$ cat src/rtl/spi_pkg.sv
// spi_pkg: shared SPI master FSM states, {CPOL,CPHA} mode constants and frame-length helper.
package spi_pkg;

    typedef enum logic [1:0] {IDLE, SETUP, XFER, HOLD} spi_state_e;

    localparam logic [1:0] SPI_MODE0 = 2'b00;
    localparam logic [1:0] SPI_MODE1 = 2'b01;
    localparam logic [1:0] SPI_MODE2 = 2'b10;
    localparam logic [1:0] SPI_MODE3 = 2'b11;

    function automatic int frame_cycles(input int data_w, input int clk_div);
        return (2 + 2 * data_w) * clk_div;
    endfunction

endpackage

$ cat src/rtl/spi_sclk_gen.sv
// spi_sclk_gen: CLK_DIV prescaler and registered SCLK with one-cycle leading/trailing edge strobes.
module spi_sclk_gen #(
    parameter int CLK_DIV = 2,
    parameter int CPOL    = 0
) (
    input  logic clk,
    input  logic rst,
    input  logic en,
    input  logic toggle,
    output logic sclk,
    output logic tick,
    output logic lead,
    output logic trail
);

    localparam int            CW       = $clog2(CLK_DIV + 1);
    localparam logic [CW-1:0] LAST     = CW'(CLK_DIV - 1);
    localparam logic          IDLE_LVL = 1'(CPOL);

    logic [CW-1:0] cnt;

    // Strobes are high in the cycle before the clk edge on which sclk actually moves.
    assign tick  = en && cnt == LAST;
    assign lead  = tick && toggle && sclk == IDLE_LVL;
    assign trail = tick && toggle && sclk != IDLE_LVL;

    always_ff @(posedge clk or posedge rst) begin
        if (rst) begin
            cnt  <= '0;
            sclk <= IDLE_LVL;
        end else begin
            cnt <= (!en || tick) ? '0 : cnt + CW'(1);
            if (tick && toggle) sclk <= ~sclk;
        end
    end

endmodule

$ cat src/rtl/spi_master_param.sv
// spi_master_param: full-duplex SPI master, all CPOL/CPHA modes, programmable SCLK divider.
// Define SPI_MASTER_LOOPBACK_EN to add a loopback input that routes mosi into the receive path.
module spi_master_param
    import spi_pkg::*;
#(
    parameter int DATA_W    = 12,
    parameter int CLK_DIV   = 2,
    parameter int CPOL      = 0,
    parameter int CPHA      = 0,
    parameter int MSB_FIRST = 1
) (
    input  logic              clk,
    input  logic              rst,
    input  logic [DATA_W-1:0] tx_data,
    input  logic              tx_valid,
    output logic              tx_ready,
    output logic [DATA_W-1:0] rx_data,
    output logic              rx_valid,
    output logic              sclk,
    output logic              cs_n,
    output logic              mosi,
`ifdef SPI_MASTER_LOOPBACK_EN
    input  logic              loopback,
`endif
    input  logic              miso
);

    localparam int            EW        = $clog2(2 * DATA_W + 1);
    localparam logic [EW-1:0] LAST_EDGE = EW'(2 * DATA_W - 1);

    spi_state_e        state, state_nx;
    logic [DATA_W-1:0] tx_sh, rx_sh;
    logic [EW-1:0]     edges;
    logic              tick, lead, trail, sample, shift, last, accept, rx_in;

    function automatic logic head(input logic [DATA_W-1:0] d);
        return MSB_FIRST != 0 ? d[DATA_W-1] : d[0];
    endfunction

    function automatic logic [DATA_W-1:0] advance(input logic [DATA_W-1:0] d);
        return MSB_FIRST != 0 ? d << 1 : d >> 1;
    endfunction

    spi_sclk_gen #(
        .CLK_DIV(CLK_DIV),
        .CPOL   (CPOL)
    ) u_sclk_gen (
        .clk   (clk),
        .rst   (rst),
        .en    (state != IDLE),
        .toggle(state == XFER),
        .sclk  (sclk),
        .tick  (tick),
        .lead  (lead),
        .trail (trail)
    );

    assign tx_ready = state == IDLE;
    assign accept   = tx_valid && tx_ready;
    assign sample   = CPHA != 0 ? trail : lead;
    assign shift    = CPHA != 0 ? lead : trail;
    assign last     = edges == LAST_EDGE;

`ifdef SPI_MASTER_LOOPBACK_EN
    assign rx_in = loopback ? mosi : miso;
`else
    assign rx_in = miso;
`endif

    always_ff @(posedge clk or posedge rst) begin
        if (rst) state <= IDLE;
        else     state <= state_nx;
    end

    always_comb begin
        state_nx = state;
        case (state)
            IDLE:    state_nx = accept ? SETUP : IDLE;
            SETUP:   state_nx = tick ? XFER : SETUP;
            XFER:    state_nx = (tick && last) ? HOLD : XFER;
            HOLD:    state_nx = tick ? IDLE : HOLD;
            default: state_nx = IDLE;
        endcase
    end

    // With CPHA=0 the first bit is already on mosi, so the trailing edge after the last bit must not shift.
    always_ff @(posedge clk or posedge rst) begin
        if (rst) begin
            cs_n     <= 1'b1;
            mosi     <= 1'b0;
            tx_sh    <= '0;
            rx_sh    <= '0;
            rx_data  <= '0;
            rx_valid <= 1'b0;
            edges    <= '0;
        end else begin
            rx_valid <= 1'b0;
            if (accept) begin
                cs_n  <= 1'b0;
                edges <= '0;
                mosi  <= CPHA != 0 ? 1'b0 : head(tx_data);
                tx_sh <= CPHA != 0 ? tx_data : advance(tx_data);
            end
            if (state == XFER) begin
                if (tick) edges <= edges + EW'(1);
                if (sample) rx_sh <= MSB_FIRST != 0 ? {rx_sh[DATA_W-2:0], rx_in} : {rx_in, rx_sh[DATA_W-1:1]};
                if (shift && !last) begin
                    mosi  <= head(tx_sh);
                    tx_sh <= advance(tx_sh);
                end
            end
            if (state == HOLD && tick) begin
                cs_n     <= 1'b1;
                mosi     <= 1'b0;
                rx_data  <= rx_sh;
                rx_valid <= 1'b1;
            end
        end
    end

endmodule

$ cat config.mk
export PLATFORM = sky130hd
export DESIGN_NAME = spi_master_param
export DESIGN_NICKNAME = d
export VERILOG_FILES = /design/src/rtl/spi_pkg.sv /design/src/rtl/spi_sclk_gen.sv /design/src/rtl/spi_master_param.sv
export SDC_FILE = /design/constraint.sdc
export NUM_CORES = 1
export LEC_CHECK = 0
export CAP_MARGIN = 40
export CORE_UTILIZATION = 48
export DETAILED_ROUTE_END_ITERATION = 8
export PLACE_DENSITY_LB_ADDON = 0.12
export SLEW_MARGIN = 20
export SYNTH_ARGS = -nofsm -noshare
export SYNTH_HDL_FRONTEND = slang
export SYNTH_SLANG_ARGS = --single-unit
$ cat constraint.sdc
create_clock -name clk -period 1.8 [get_ports clk]
set_clock_uncertainty 0.1 [all_clocks]
set_input_delay 0.27 -clock clk [delete_from_list [all_inputs] [get_ports clk]]
set_output_delay 0.27 -clock clk [all_outputs]
set_load 0.01 [all_outputs]
Figure 1. Metal 1.
Bar = 20 µm.
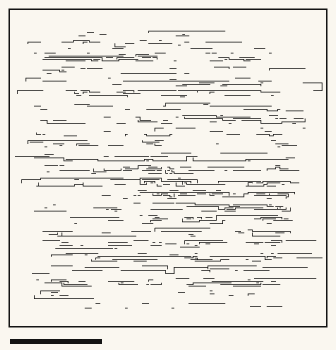
The layer holds 45% of the routed length. The wires run mostly horizontal.
routed wire length: 3607 µm
grt met1 use: 19.94%
number of vias after detailed routing: 1272

Figure 2. M2 wires.
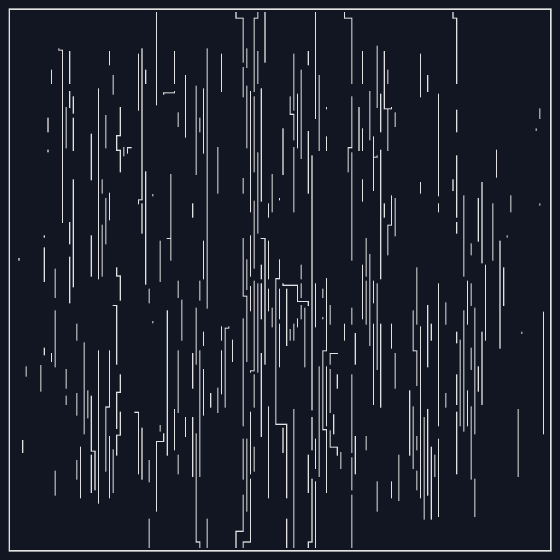
The layer holds 50% of the routed length. 194 nets have wire on it.
met2 capacity usage during global routing: 27.82%

==> flow_summary.rst <==
Flow metrics
------------

.. list-table::
   :header-rows: 1

   * - Metric
     - Value
   * - Placed cell areas
     - 2545 µm²
   * - Number of violations reported at the end of detailed-routing iteration 0
     - 37
   * - Placeable core area
     - 4144 µm²
   * - Logic area
     - 845.8 µm²
   * - Area of the die
     - 4718 µm²
   * - Layout cells sized above 1
     - 40.93%
   * - Worst reg-to-reg setup slack
     - 0.06 ns
   * - Net count after synthesis
     - 166
   * - Setup repair after global routing missed its margin
     - no
   * - Initial Utilization
     - 51.51%
   * - Longest Clk Path Bufs
     - 2
   * - CTS Root Cell
     - clkbuf_8
   * - Launching element type of the critical path
     - flop
   * - Dominant logic cell types in the final layout
     - dfrtp_1 (46), mux2_2 (38), clkdlybuf4s50_1 (31)
   * - Launching element of the worst setup path
     - state[0]
   * - Vias in the first global route
     - 1265
   * - Slew Limit Headroom
     - 83.49%
   * - Final estimated routing congestion in global placement
     - 0.7041
   * - Max Slew Vio Count
     - 0
   * - Time the final worst path needs with I/O delays and setup
     - 1.744 ns
   * - Die outline height
     - 68.69 µm
   * - Worst R2R Path Depth
     - 5
   * - Total power divided by cell area
     - 1351 nW/µm²
   * - Detailed-placement wirelength estimate
     - 2489 µm
   * - Growth of design area from synthesis to finish
     - 26.44%
   * - LEAKAGE
     - 0.001272 µW
   * - Cell area after technology mapping
     - 2135 µm²
   * - Sinks on the clock net
     - 49
   * - Count of warning messages emitted by the tools
     - 26
   * - YS warnings
     - 0
   * - Cell count listed in synth_stat.txt
     - 148
   * - Leading cell type in the layout, fill and taps excluded
     - dfrtp_1
   * - Run status
     - completed
   * - Clock buffers created by TritonCTS
     - 5
   * - Sequential Area
     - 1230 µm²
   * - Worst setup path endpoint
     - tx_sh[2]
   * - Initial antenna violation count
     - 0
   * - Number of setup violations in the final report
     - 0
   * - First-pass GRT wire length
     - 5561 µm
   * - Top Usage Layer GRT
     - met2
   * - Proportion of synthesized chip area in sequential cells
     - 57.50%
   * - Fin. Hold Viols
     - 0
   * - Post-layout period usage
     - 96.88%
   * - Clock tree from TritonCTS
     - yes
   * - Synthesized chip area reported by yosys
     - 2135 µm²
   * - Hold crit path type
     - in2async
   * - Post-route insts no fill
     - 243
   * - H-tree level count
     - 2
   * - End of the worst register-to-register path
     - tx_sh[2]
   * - Clock insertion delay at the later pin of the skew report
     - 0.30 ns
   * - WL per Instance
     - 14.84 µm
   * - Path type of the worst setup path
     - reg2reg
   * - Total of fill cells in the finished design
     - 327
   * - Largest fanout of any net on the critical path
     - 12
   * - Count of cell types in the netlist
     - 32
   * - Post-synthesis register bit count
     - 49
   * - Achievable clock frequency
     - 573.5 MHz
   * - Synthesized netlist cell count
     - 148
   * - Average cell area after synthesis
     - 14.42 µm²
   * - Req. time, crit path
     - 1.88 ns
   * - Startpoint of the most critical register-to-register path
     - state[0]
   * - Horizontal extent of the die
     - 68.69 µm
   * - Worst Setup End Kind
     - flop
   * - Final Instance Area
     - 2699 µm²
   * - Maximum number of pins on one net before global-route repair
     - 50
   * - Max-capacitance violation count
     - 0
Figure 3. Met3 routing.
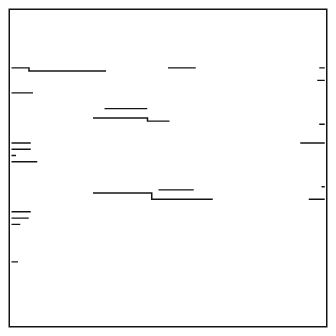
The wires run mostly horizontal. The layer carries 127 µm of wire. The longest straight run is 16.6 µm. The layer holds 3.5% of the routed length.
global routing met3 resource utilization: 4.112%

Figure 4. Port wiring.
Bar = 20 µm.
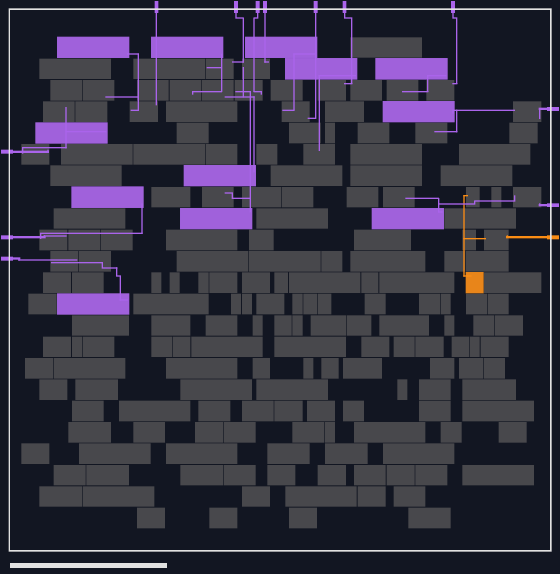
Key: tx_ready = orange [direction output, edge right, end cells 1, buffers 1, wire 19.5 µm]; rx_data = purple [direction output, edge 7 top, 3 left, 2 right, end cells 12, buffers 12, wire 271 µm]
# port buffers: 32
ports placed on the boundary: 33

## registers in the layout (all words and copies together), names as in the netlist, 2 cells and up
signal / count
tx_sh: 12
rx_sh: 12
u_sclk_gen.cnt: 2
state: 2
edges: 5
rx_data: 12
## synthesized netlist by cell type
master     n  share of area (%)
mux2_2    38                 20
buf_4      3                1.1
nand3_1    2               0.47
nand4b_1   1               0.41
a41o_1     1               0.47
nor3b_2    1               0.59
o21ai_0    1               0.23
clkinv_1   1               0.18
nand3_4    1               0.82
dfrtp_1   48                 56
buf_6      3                1.6
nor3_1     2               0.47
nand4_1    2               0.59
o21a_1     1               0.35
o22ai_1    1               0.29
xnor2_1    2               0.82
mux2_4     8                5.6
mux2i_1    3                1.4
and3_1     1               0.29
or3b_2     1               0.41
and3b_1    1               0.41
nand3b_1   1               0.35
ha_1       2                1.2
nor2_2     1               0.29
clkbuf_1   1               0.18
dfstp_2    1                1.2
inv_1      4               0.70
nand2_1   12                2.1
nand3_2    1               0.47
clkbuf_2   1               0.23
nor2_1     1               0.18
a31oi_1    1               0.29
## how the worst min path moves through the flow
stage,from,end,depth (start not counted)
floorplan,u_sclk_gen.cnt[0],u_sclk_gen.cnt[0],1
global placement,u_sclk_gen.cnt[0],u_sclk_gen.cnt[0],1
detailed placement,u_sclk_gen.cnt[0],u_sclk_gen.cnt[0],1
CTS,rst,edges[0],3
global route,rst,rx_data[2],3
finish,rst,edges[0],3
## metrics by stage
stage               TNS, ns  util (%)  hold WS (ns)  worst slack [ns]
floorplan                 0         -        0.3150           0.05629
global placement     -1.467     61.41        0.3280           -0.1355
finish                    0     65.13        0.2181           0.05618
CTS                       0     64.25        0.2233           0.02781
detailed placement   -1.654     61.41        0.3438           -0.1570
global route              0     65.13        0.2506          0.001824
## metal layers
metal  vias up  share of wire [%]
met5         -                  0
met4         0                1.0
met3         5                3.5
met2        23                 50
met1       640                 45
li1        604                  -
## worst max-delay path: stages, from the launching register on
cell and delay, ns:
dfrtp_2 0.44, buf_12 0.13, nor3b_4 0.17, buf_6 0.18
mux2_2 0.35, mux2_2 0.26
## timing repair
item | 4_1_cts | 5_1_grt
endpoints found under the setup margin | 1 | 13
resized | 3 | 6
setup buffers | 2 | 1
pin swaps | 0 | 2
gates cloned | 0 | 1
hold buffers | 0 | 0
endpoints found under the hold margin | 0 | 0
## final cells by class
type                            instances  share of cell area (%)
Sequential cell                        49                   45.57
Inverter                                5                  0.8345
Multi-Input combinational cell         87                   31.34
Clock buffer                            6                   2.689
Tap cell                               50                   2.318
Clock inverter                          2                  0.5563
Timing Repair Buffer                   44                   16.69
## where the power goes
part | total [µW] | internal, µW | leakage, µW | switching [µW]
logic | 1350 | 850 | 0.000597 | 505
registers | 1670 | 1430 | 0.000638 | 236
clock network | 621 | 274 | 0.0000374 | 347
## cells by family (layout without fill, tap and decap cells)
kind of cell | after synthesis | in the layout | share of synthesized area (%)
compound gates | 5 | 5 | 1.642
flops | 49 | 49 | 57.50
mux | 49 | 49 | 27.08
buf+inv | 13 | 57 | 3.926
simple gates | 28 | 29 | 7.855
fa+ha+maj | 2 | 2 | 1.172
xor+xnor | 2 | 2 | 0.8208
Power and IR drop assume default switching activity.
